===== config.mk =====
export PLATFORM = sky130hd
export DESIGN_NAME = mem_access_arbiter
export DESIGN_NICKNAME = d
export VERILOG_FILES = /design/src/rtl/mem_access_arbiter_pkg.sv /design/src/rtl/mem_access_arbiter_timeout_counter.sv /design/src/rtl/mem_access_arbiter.sv
export SDC_FILE = /design/constraint.sdc
export NUM_CORES = 1
export LEC_CHECK = 0
export ABC_AREA = 1
export CORE_MARGIN = 4
export CORE_UTILIZATION = 35
export DETAILED_ROUTE_END_ITERATION = 8
export PLACE_DENSITY = 0.82
export SLEW_MARGIN = 20
export SYNTH_ARGS = -nofsm -noshare
export SYNTH_HDL_FRONTEND = slang
export SYNTH_SLANG_ARGS = --single-unit

===== constraint.sdc =====
create_clock -name Clock -period 4.7 [get_ports Clock]
set_clock_uncertainty 0.2 [all_clocks]
set_input_delay 0.94 -clock Clock [delete_from_list [all_inputs] [get_ports Clock]]
set_output_delay 0.94 -clock Clock [all_outputs]
set_load 0.005 [all_outputs]

===== src/rtl/mem_access_arbiter_pkg.sv =====
// -----------------------------------------------------------------------------
// mem_access_arbiter_pkg
// Shared definitions for the external memory port arbiter.
//   - arb_state_t  : sequencer states (IDLE / ACCESS / RELEASE)
//   - RWZZ_*       : encodings driven on MEM_r_w_z_z
//   - GNT_*        : requester ids used for the grant / last-grant bit
//   - pick_data()  : arbitration rule between fetch and data requesters
// -----------------------------------------------------------------------------
package mem_access_arbiter_pkg;

    typedef enum logic [1:0] {
        IDLE    = 2'd0,
        ACCESS  = 2'd1,
        RELEASE = 2'd2
    } arb_state_t;

    localparam logic [1:0] RWZZ_READ  = 2'b00;
    localparam logic [1:0] RWZZ_WRITE = 2'b01;
    localparam logic [1:0] RWZZ_HIZ   = 2'b10;

    localparam logic GNT_FETCH = 1'b0;
    localparam logic GNT_DATA  = 1'b1;

    // A lone requester always wins; under contention the requester that was
    // not granted last goes first, so neither side can be starved.
    function automatic logic pick_data(input logic fetch_req,
                                       input logic data_req,
                                       input logic last_grant);
        return data_req && (!fetch_req || (last_grant == GNT_FETCH));
    endfunction

endpackage


===== src/rtl/mem_access_arbiter_timeout_counter.sv =====
// -----------------------------------------------------------------------------
// mem_timeout_counter
// Counts cycles spent in one memory access and flags when the memory has
// failed to answer within TIMEOUT_CYCLES cycles. Only instantiated when the
// arbiter is built with MEM_TIMEOUT_EN.
//   clk, rst  : clock, asynchronous active-high reset
//   clear     : restart the count (any cycle outside an access)
//   enable    : count this cycle (access in progress)
//   expired   : this is the last cycle the access is allowed to wait
// -----------------------------------------------------------------------------
module mem_timeout_counter #(
    parameter int TIMEOUT_CYCLES = 15
) (
    input  logic clk,
    input  logic rst,
    input  logic clear,
    input  logic enable,
    output logic expired
);

    localparam int CNT_W = $clog2(TIMEOUT_CYCLES + 1);
    localparam logic [CNT_W-1:0] LAST = CNT_W'(TIMEOUT_CYCLES - 1);

    logic [CNT_W-1:0] count;

    // count holds the index of the current access cycle, starting at 0.
    assign expired = enable && (count == LAST);

    always_ff @(posedge clk or posedge rst) begin
        if (rst) begin
            count <= '0;
        end else if (clear) begin
            count <= '0;
        end else if (enable && !expired) begin
            count <= count + 1'b1;
        end
    end

endmodule


===== src/rtl/mem_access_arbiter.sv =====
// -----------------------------------------------------------------------------
// mem_access_arbiter
// Shares the single external memory port between instruction fetch and the
// memory-stage data path. Every access runs IDLE -> ACCESS -> RELEASE so the
// memory always sees a bus release between back-to-back accesses.
//
// Build option: define MEM_TIMEOUT_EN to abort an access that sees neither
// MEM_MFC nor MEM_ERROR within TIMEOUT_CYCLES cycles (reported as an error).
// Without it the access waits indefinitely.
//
// Ports:
//   Clock, Reset                      clock, async active-high reset
//   Fetch_Req/Address                 fetch read request (PC)
//   Fetch_Done/Data                   completion pulse, read word (held)
//   Data_Req/Write/Address/Wdata      data request (RZ address, RM data)
//   Data_Done/Rdata                   completion pulse, read word (held)
//   Access_Error                      accompanies a Done pulse on failure
//   Error_Sticky                      any failure since reset
//   Stall                             a request is still outstanding
//   MEM_Address/Data_In/r_w_z_z       registered memory command
//   MEM_Data_Out/MFC/ERROR            memory response
// -----------------------------------------------------------------------------
module mem_access_arbiter
    import mem_access_arbiter_pkg::*;
#(
    parameter int TIMEOUT_CYCLES = 15,
    parameter int ADDR_W         = 32,
    parameter int DATA_W         = 32
) (
    input  logic              Clock,
    input  logic              Reset,
    input  logic              Fetch_Req,
    input  logic [ADDR_W-1:0] Fetch_Address,
    output logic              Fetch_Done,
    output logic [DATA_W-1:0] Fetch_Data,
    input  logic              Data_Req,
    input  logic              Data_Write,
    input  logic [ADDR_W-1:0] Data_Address,
    input  logic [DATA_W-1:0] Data_Wdata,
    output logic              Data_Done,
    output logic [DATA_W-1:0] Data_Rdata,
    output logic              Access_Error,
    output logic              Error_Sticky,
    output logic              Stall,
    output logic [ADDR_W-1:0] MEM_Address,
    output logic [DATA_W-1:0] MEM_Data_In,
    output logic [1:0]        MEM_r_w_z_z,
    input  logic [DATA_W-1:0] MEM_Data_Out,
    input  logic              MEM_MFC,
    input  logic              MEM_ERROR
);

    // A zero-length timeout would abort accesses before memory could answer.
    if (TIMEOUT_CYCLES < 1) begin : g_timeout_range
        $error("TIMEOUT_CYCLES must be at least 1");
    end

    arb_state_t state;
    arb_state_t state_next;

    // Requester owning the current access; it is also the last-grant bit used
    // by the arbitration rule for the next contention.
    logic grant;

    logic win_data;
    logic start;
    logic finish;
    logic fail;
    logic timeout_hit;

`ifdef MEM_TIMEOUT_EN
    mem_timeout_counter #(
        .TIMEOUT_CYCLES(TIMEOUT_CYCLES)
    ) u_timeout (
        .clk    (Clock),
        .rst    (Reset),
        .clear  (state != ACCESS),
        .enable (state == ACCESS),
        .expired(timeout_hit)
    );
`else
    assign timeout_hit = 1'b0;
`endif

    // Next-state and access-event decode.
    always_comb begin
        state_next = state;
        start      = 1'b0;
        finish     = 1'b0;
        fail       = 1'b0;
        win_data   = pick_data(Fetch_Req, Data_Req, grant);
        case (state)
            IDLE: begin
                if (Fetch_Req || Data_Req) begin
                    start      = 1'b1;
                    state_next = ACCESS;
                end
            end
            ACCESS: begin
                // ERROR outranks MFC; a timeout is reported as an ERROR.
                if (MEM_ERROR || timeout_hit) begin
                    finish     = 1'b1;
                    fail       = 1'b1;
                    state_next = RELEASE;
                end else if (MEM_MFC) begin
                    finish     = 1'b1;
                    state_next = RELEASE;
                end
            end
            RELEASE: state_next = IDLE;
            default: state_next = IDLE;
        endcase
    end

    always_ff @(posedge Clock or posedge Reset) begin
        if (Reset) begin
            state <= IDLE;
        end else begin
            state <= state_next;
        end
    end

    // Memory command registers, completion pulses and returned data.
    always_ff @(posedge Clock or posedge Reset) begin
        if (Reset) begin
            grant        <= GNT_FETCH;
            MEM_Address  <= '0;
            MEM_Data_In  <= '0;
            MEM_r_w_z_z  <= RWZZ_HIZ;
            Fetch_Done   <= 1'b0;
            Data_Done    <= 1'b0;
            Access_Error <= 1'b0;
            Error_Sticky <= 1'b0;
            Fetch_Data   <= '0;
            Data_Rdata   <= '0;
        end else begin
            Fetch_Done   <= 1'b0;
            Data_Done    <= 1'b0;
            Access_Error <= 1'b0;

            if (start) begin
                grant <= win_data ? GNT_DATA : GNT_FETCH;
                if (win_data) begin
                    MEM_Address <= Data_Address;
                    if (Data_Write) begin
                        MEM_Data_In <= Data_Wdata;
                        MEM_r_w_z_z <= RWZZ_WRITE;
                    end else begin
                        MEM_r_w_z_z <= RWZZ_READ;
                    end
                end else begin
                    MEM_Address <= Fetch_Address;
                    MEM_r_w_z_z <= RWZZ_READ;
                end
            end

            if (finish) begin
                MEM_r_w_z_z  <= RWZZ_HIZ;
                Fetch_Done   <= (grant == GNT_FETCH);
                Data_Done    <= (grant == GNT_DATA);
                Access_Error <= fail;
                if (fail) begin
                    Error_Sticky <= 1'b1;
                end else if (MEM_r_w_z_z == RWZZ_READ) begin
                    // Only successful reads update the requester's data.
                    if (grant == GNT_DATA) begin
                        Data_Rdata <= MEM_Data_Out;
                    end else begin
                        Fetch_Data <= MEM_Data_Out;
                    end
                end
            end
        end
    end

    // Drops in the Done cycle so the pipeline advances without a bubble.
    assign Stall = (Fetch_Req && !Fetch_Done) || (Data_Req && !Data_Done);

endmodule


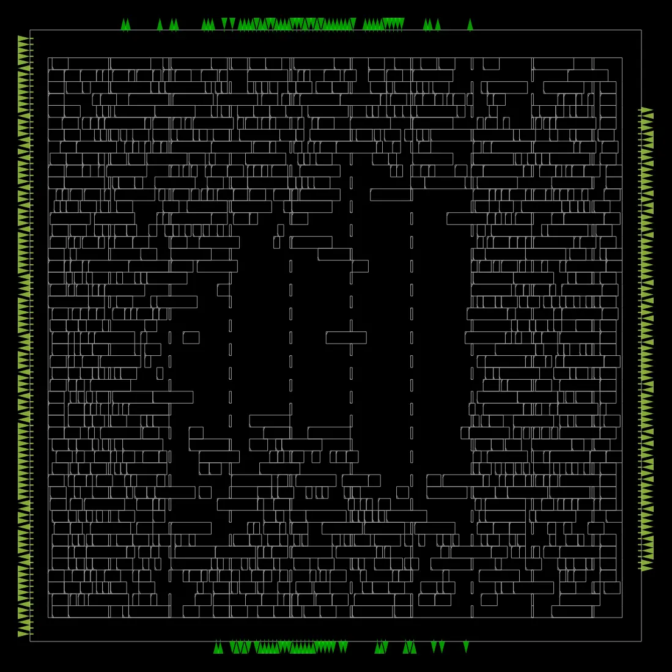
(run_1/placement.png)
flip-flops: 137
std cell rows: 47
register share of the cell area: 0.361
final core utilization: 0.567
fillers: 1494

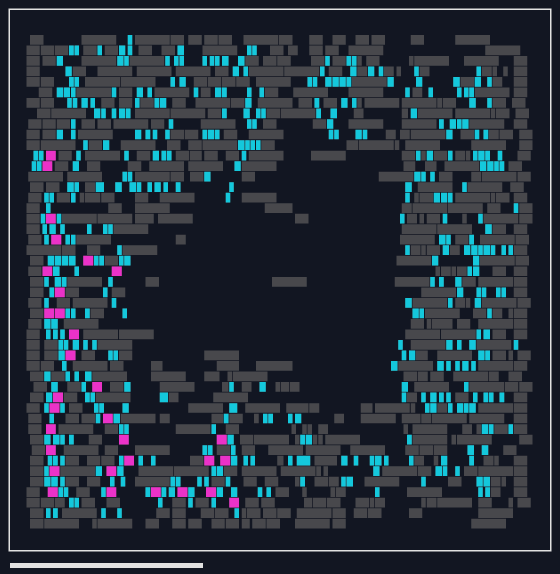
(run_1/logic_types.png)
Bar = 50 um.
legend:
  AND-OR and OR-AND gates:
    color: magenta
    cells: 31
  NAND gates:
    color: cyan
    cells: 401
    where: spread over the die
Top cell excl fill/tap: clkdlybuf4s50_1
post-route insts no fill: 1193

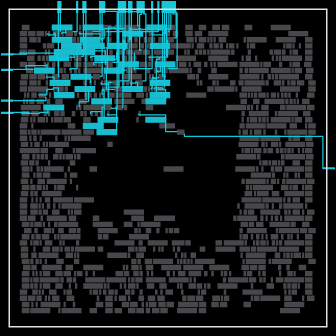
(run_1/io_fan.png)
legend:
  MEM_Data_In:
    color: cyan
    bits: 32
    direction: output
    edge: 27 top, 4 left, 1 right
    end_cells: 32
    buffers: 32
    wire: 1330 um
IO Pins: 270
I/O Buffers: 269

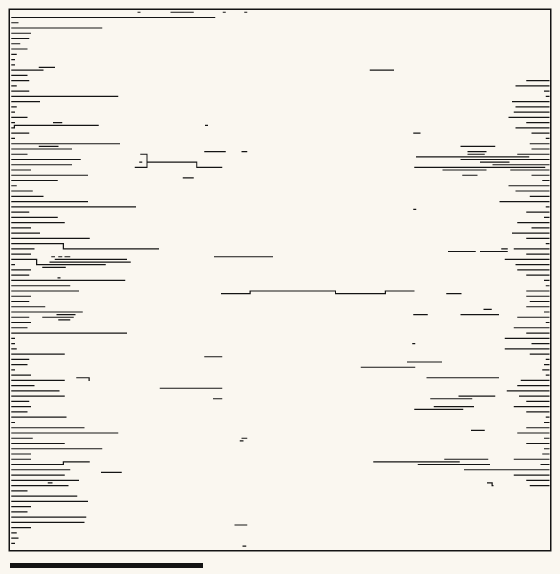
(run_1/layer_met3.png)
Bar = 50 um.
nets with wire on the layer: 210
main direction: horizontal

## run 1: cell usage after synthesis
cell / number / share of area
inv_1: 40 / 0.025
buf_2: 25 / 0.021
nand2_1: 266 / 0.16
o21ai_2: 1 / 0.0014
clkbuf_1: 15 / 0.0093
inv_2: 4 / 0.0025
buf_1: 3 / 0.0019
nand2_2: 3 / 0.0031
o21ai_0: 2 / 0.0017
buf_4: 4 / 0.0050
dfstp_2: 1 / 0.0043
nand3_1: 131 / 0.11
nor3_2: 2 / 0.0033
dfrtp_1: 136 / 0.56
a21o_1: 31 / 0.038
o22ai_1: 1 / 0.0010
nand3_2: 1 / 0.0017
o21bai_1: 32 / 0.040
nor2_4: 1 / 0.0019
nor2_2: 1 / 0.0010
or2_2: 1 / 0.0010
nor2_1: 6 / 0.0037
## run 1: flip-flops by register name (all words and copies together) (netlist names)
register / cells
Access_Error: 1
Data_Done: 1
Data_Rdata: 32
Error_Sticky: 1
Fetch_Data: 32
Fetch_Done: 1
MEM_Address: 32
MEM_Data_In: 32
MEM_r_w_z_z: 2
grant: 1
state: 2
## run 1: kinds of logic (layout without fill, tap and decap cells)
family | count (synthesis) | in the layout
buf+inv | 91 | 357
flops | 137 | 137
compound gates | 67 | 67
simple gates | 412 | 412
## run 1: tightest hold or removal path: stages, from the launching register on
cell	delay, ns
dfrtp_1	0.34
nand2_1	0.05
nand2_1	0.05
## run 1: power by group through the flow
| stage | Combinational (mW) | Clock, mW | Sequential, mW |
|---|---|---|---|
| finish | 2.55 | 1.27 | 2.02 |
| global route | 2.80 | 1.35 | 2.09 |
| CTS | 2.59 | 1.29 | 2.03 |
| detailed placement | 2.57 | 0 | 2.03 |
| global placement | 2.51 | 0 | 2.03 |
| floorplan | 1.05 | 0 | 2.04 |
==> CHANGELOG.md, run 1 <==
## Implementation

- Hold Crit Class: flip-flop to flip-flop
- Type of the worst setup path: input pin to primary output
- Num CTS Buffers: 17
- Top Metal Used: met4
- Critical path buffer and inverter count: 3
- Fin crit period: ~3.4 ns
- GR Util met1: 0.238
- GRT Overall Usage: 0.197
- Drt pass-1 iters: 4
- Post-Synth XOR/XNOR Area: 0
- Layout cells sized above 1: 0.0617
- Hold path cells: 2
- Buffer share of cell area: 0.295
- YS warnings: 0
- CP Launch Type: input pin
- Most frequent cells in the layout: clkdlybuf4s50_1 (269), nand2_1 (266), dfrtp_1 (136), nand3_1 (131), inv_1 (39)
- Unrepaired setup endpoints after global routing: no
- Yosys cell types: 22
- Synth Seq Share: 0.566
- Pint: 3.77 mW
- Cell area after layout: 9510 um2
- Pre-Place Util: 0.362
- Met2 GRT Util: 0.321
- Fraction of area in multi-input gates: 0.239
- Syn Nets: 842
- Dpl cell area: 8940 um2
- First-pass GRT wire length: 31100 um
- Crit-path cells: clkdlybuf4s50_1, inv_1, o22ai_1, clkdlybuf4s50_1
- Reg-to-reg setup timing slack: 2.22 ns
- N_diodes: 0
- MaxCap Viol Count: 0
- Buffers excl. clock: approximately 280
- AND-OR/OR-AND share of the synthesized area: 0.0821
- Yosys simple share: 0.288
- CP max stage cell: clkdlybuf4s50_1
- Post-CTS sizing: 0
- Setup slack at placement: 1.20 ns
- Reg-to-Reg Start: grant$_DFFE_PP0P_
- Hold Path Sink: Fetch_Data[5]$_DFFE_PP0P_
- Vias in the first global route: 5828
- Final ANT Viol Nets: 0
- Fmax: 295 MHz
- Mapped Cells: about 710
- Final #Nets: 1095
- Top Family by Delay on Critical Path: buffers and inverters
- GR Util met3: 0.0734
- CP max stage delay: 0.59 ns
- FF-to-FF End: MEM_Data_In[25]$_DFFE_PP0P_
- CP startpoint: Fetch_Req
- Postcts setup bufs: 0
- Power, Total: around 5.9 mW
- Peak VDD IR: 0.296 mV
- Sink Count: 137
- Switching power: 2.08 mW
- CP Capture Point: Stall
- Initial antenna violation count: 0
- Max Slew Vio Count: 0
- FF+latch count, synth: about 140
- Largest class: sequential cells
- N_taps: about 220
- Outcome: finished, final reports clean
- Placed Cells: 1161
- Die width: 140 um
- Vias: 5788
- Inverter count: 44
- Leak: approximately 4.6 nW
- Sequential share of power: 0.346
- Netlist Area Pre-Place: 6060 um2
- Req. time, crit path: 3.56 ns
- GP Congestion: 0.849
- Clk_buf instances: 19
- Clk root buf: clkbuf_16
- Fin Setup TNS: 0 ns
- DR WL/cell: 16.4 um
- Max Root-Sink Buffers: 2
- Die Ht: 140 um
==> run_1/cell_density.png <==
The die is cut into 14 by 14 equal tiles; black is low, pale yellow is high, 0 to 100% covered.
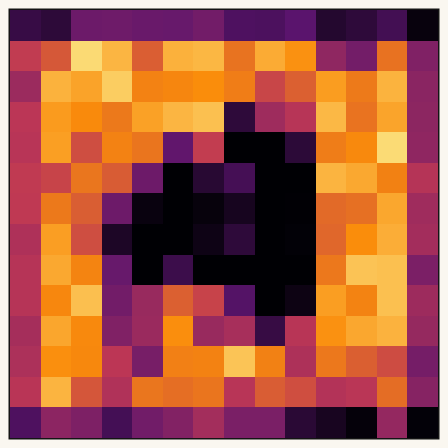

--- run 2 (diff from run 1) ---
--- a/config.mk
+++ b/config.mk
@@ -9,7 +9,7 @@
 export CORE_MARGIN = 4
 export CORE_UTILIZATION = 35
 export DETAILED_ROUTE_END_ITERATION = 8
-export PLACE_DENSITY = 0.82
+export PLACE_DENSITY = 0.79
 export SLEW_MARGIN = 20
 export SYNTH_ARGS = -nofsm -noshare
 export SYNTH_HDL_FRONTEND = slang
==> constraint.sdc (replaced) <==
create_clock -name Clock -period 3.2 [get_ports Clock]
set_clock_uncertainty 0.2 [all_clocks]
set_input_delay 0.64 -clock Clock [delete_from_list [all_inputs] [get_ports Clock]]
set_output_delay 0.64 -clock Clock [all_outputs]
set_load 0.005 [all_outputs]
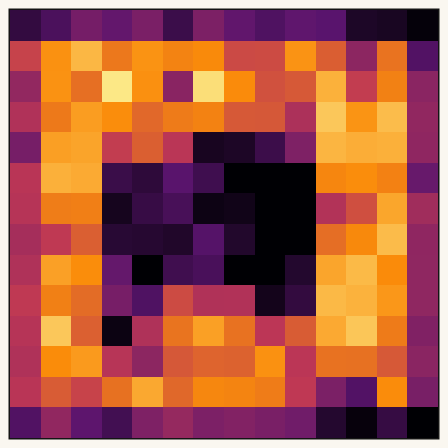
(run_2/cell_density.png)
The die is cut into 14 by 14 equal tiles; black is low, pale yellow is high, 0 to 100% covered.
nearly empty tiles: 6.6%
emptiest ninth of the die: center
fullest tile: 95%
tiles over 75% full: 20%
final core utilization: 0.567
Pre-Place Util: 0.362
Core Region: 16800 um2

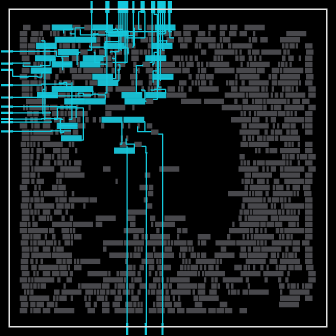
(run_2/io_fan.png)
legend:
  MEM_Data_In:
    color: cyan
    bits: 32
    direction: output
    edge: 19 top, 10 left, 3 bottom
    end_cells: 32
    buffers: 32
    wire: 1360 um

==> run 2 against run 1 <==
- wire length is 0.75% lower
- design area about the same
- critical path depth unchanged
- first-iteration DRC count is 1.9% lower
- sequential share of layout area is essentially flat
- worst setup slack got worse by 0.88 ns
- sequential power up 47%
- die size stayed put
- clock power increased by 46%
- largest power group unchanged
==> CHANGELOG.md, run 2 <==
## Implementation

- Syn Nets: 842 (unchanged)
- Fin Setup TNS: 0 ns (unchanged)
- Peak VDD IR: 0.458 mV (+55%)
- Max Slew Vio Count: 0 (unchanged)
- IO Pins: 270 (unchanged)
- Most instantiated library cell after synthesis: nand2_1
- Clock Power: 1.86 mW (+46%)
- Req. time, crit path: 2.36 ns (-1.20 ns)
- Final #Nets: 1097 (+0.18%)
- Max Root-Sink Buffers: 2 (unchanged)
- Number of enable flip-flop cells: 0 (unchanged)
- Top cell excl fill/tap: clkdlybuf4s50_1
- Type of the worst setup path: input pin to primary output
- Switching power: 3.01 mW (+45%)
- Reg-to-reg setup timing slack: 1.31 ns (-0.91 ns)
- Initial antenna violation count: 0 (unchanged)
- Outcome: finished, final reports clean
- Most frequent cells in the layout: clkdlybuf4s50_1 (269), nand2_1 (266), dfrtp_1 (136), nand3_1 (131), inv_1 (39)
- Std cell rows: 47 (unchanged)
- Synth Seq Share: 0.566 (unchanged)
- I/O Buffers: 269 (unchanged)
- MaxCap Viol Count: 0 (unchanged)
- Fmax: 361 MHz
- Top pwr grp: combinational cells
- Fin crit period: between 2 and 3 ns
- Pint: 5.58 mW (+48%)
- Hold path cells: 2 (unchanged)
- N_diodes: 0 (unchanged)
- Post-CTS sizing: 0 (unchanged)
- Drt pass-1 iters: 4 (unchanged)
- GRT Overall Usage: 0.197 (about the same)
- Power, Total: 8.59 mW (+47%)
- Hold Path Sink: MEM_Data_In[23]$_DFFE_PP0P_
- Async SR Flop Fraction: 1.00 (unchanged)
- Die width: 140 um (unchanged)
- Final ANT Viol Nets: 0 (unchanged)
- Num CTS Buffers: 17 (unchanged)
- Top cells by count: nand2_1 (266), dfrtp_1 (136), nand3_1 (131), inv_1 (40), o21bai_1 (32)
- Sequential share of power: 0.345 (about the same)
- Unrepaired setup endpoints after global routing: no
- Synth top area share: 0.561 (unchanged)
- Vias in the first global route: 5768 (-1.0%)
- Total Routed Length: 19400 um
- Setup slack at placement: 0.423 ns (-0.774 ns)
- Reg-to-Reg Start: grant$_DFFE_PP0P_
- FF+latch count, synth: 137 (unchanged)
- Sink Count: 137 (unchanged)
- Die Ht: 140 um (unchanged)
- Biggest area cells: dfrtp_1 (56%), nand2_1 (16%), nand3_1 (11%)
- FF-to-FF End: Fetch_Data[13]$_DFFE_PP0P_
- Seq pwr: 2.96 mW (+47%)
- Yosys top cell by area: dfrtp_1
- YS warnings: 0 (unchanged)
- Vias: 5802 (+0.24%)
- Layout cells sized above 1: 0.0615 (-0.000126)
- Comb group: 3.76 mW (+47%)
- CP Launch Type: input pin
- Hold Crit Class: flip-flop to flip-flop
- Mapped Cells: 707 (unchanged)
- Primary FF master, synth: dfrtp_1
[run 2: cell counts after synthesis]
Identical to the previous run, type by type.
[run 2: final cells by class]
class	instances	area (um2)
Multi-Input combinational cell	479	2270
Tap cell	220	275
Clock inverter	13	124
Timing Repair Buffer	283	2810
Fill cell	1545	7250
Clock buffer	19	433
Inverter	44	169
Sequential cell	137	3430
[run 2: how the worst max path moves through the flow]
| stage | from | to | slack [ns] | cells past startpoint |
|---|---|---|---|---|
| after floorplan | Reset | Access_Error$_DFF_PP0_ | 0.65 | 1 |
| after global placement | Fetch_Req | Stall | 0.41 | 4 |
| after detailed placement | Fetch_Req | Stall | 0.42 | 4 |
| after CTS | Fetch_Req | Stall | 0.42 | 4 |
| after global routing | Fetch_Req | Stall | 0.35 | 4 |
| final | Fetch_Req | Stall | 0.43 | 4 |
[run 2: cell families (layout without fill, tap and decap cells)]
family | after synthesis | in the layout | synth area share
compound gates | 67 | 67 | 0.0821
simple gates | 412 | 412 | 0.288
buf+inv | 91 | 359 | 0.0640
flops | 137 | 137 | 0.566
[run 2: per-layer routing]
| metal | share of wire | vias to the layer above | track usage |
|---|---|---|---|
| met5 | 0 | - | 0 |
| met4 | 0.017 | 0 | 0.0479 |
| met3 | 0.11 | 21 | 0.0840 |
| met2 | 0.48 | 247 | 0.318 |
| met1 | 0.40 | 2761 | 0.246 |
| li1 | - | 2773 | - |
[run 2: metrics by stage]
stage	hold slack (ns)	cells	instance area (um2)
after floorplan	0.265	707	6070
after global placement	0.253	1163	8950
final	0.267	1195	9510
after global routing	0.288	1195	9510
after detailed placement	0.252	1163	8950
after CTS	0.273	1195	9510
[run 2: critical path, stage by stage]
cell and delay [ns]:
clkdlybuf4s50_1 0.57, inv_1 0.06, o22ai_1 0.14, clkdlybuf4s50_1 0.52
Power and IR drop assume default switching activity.
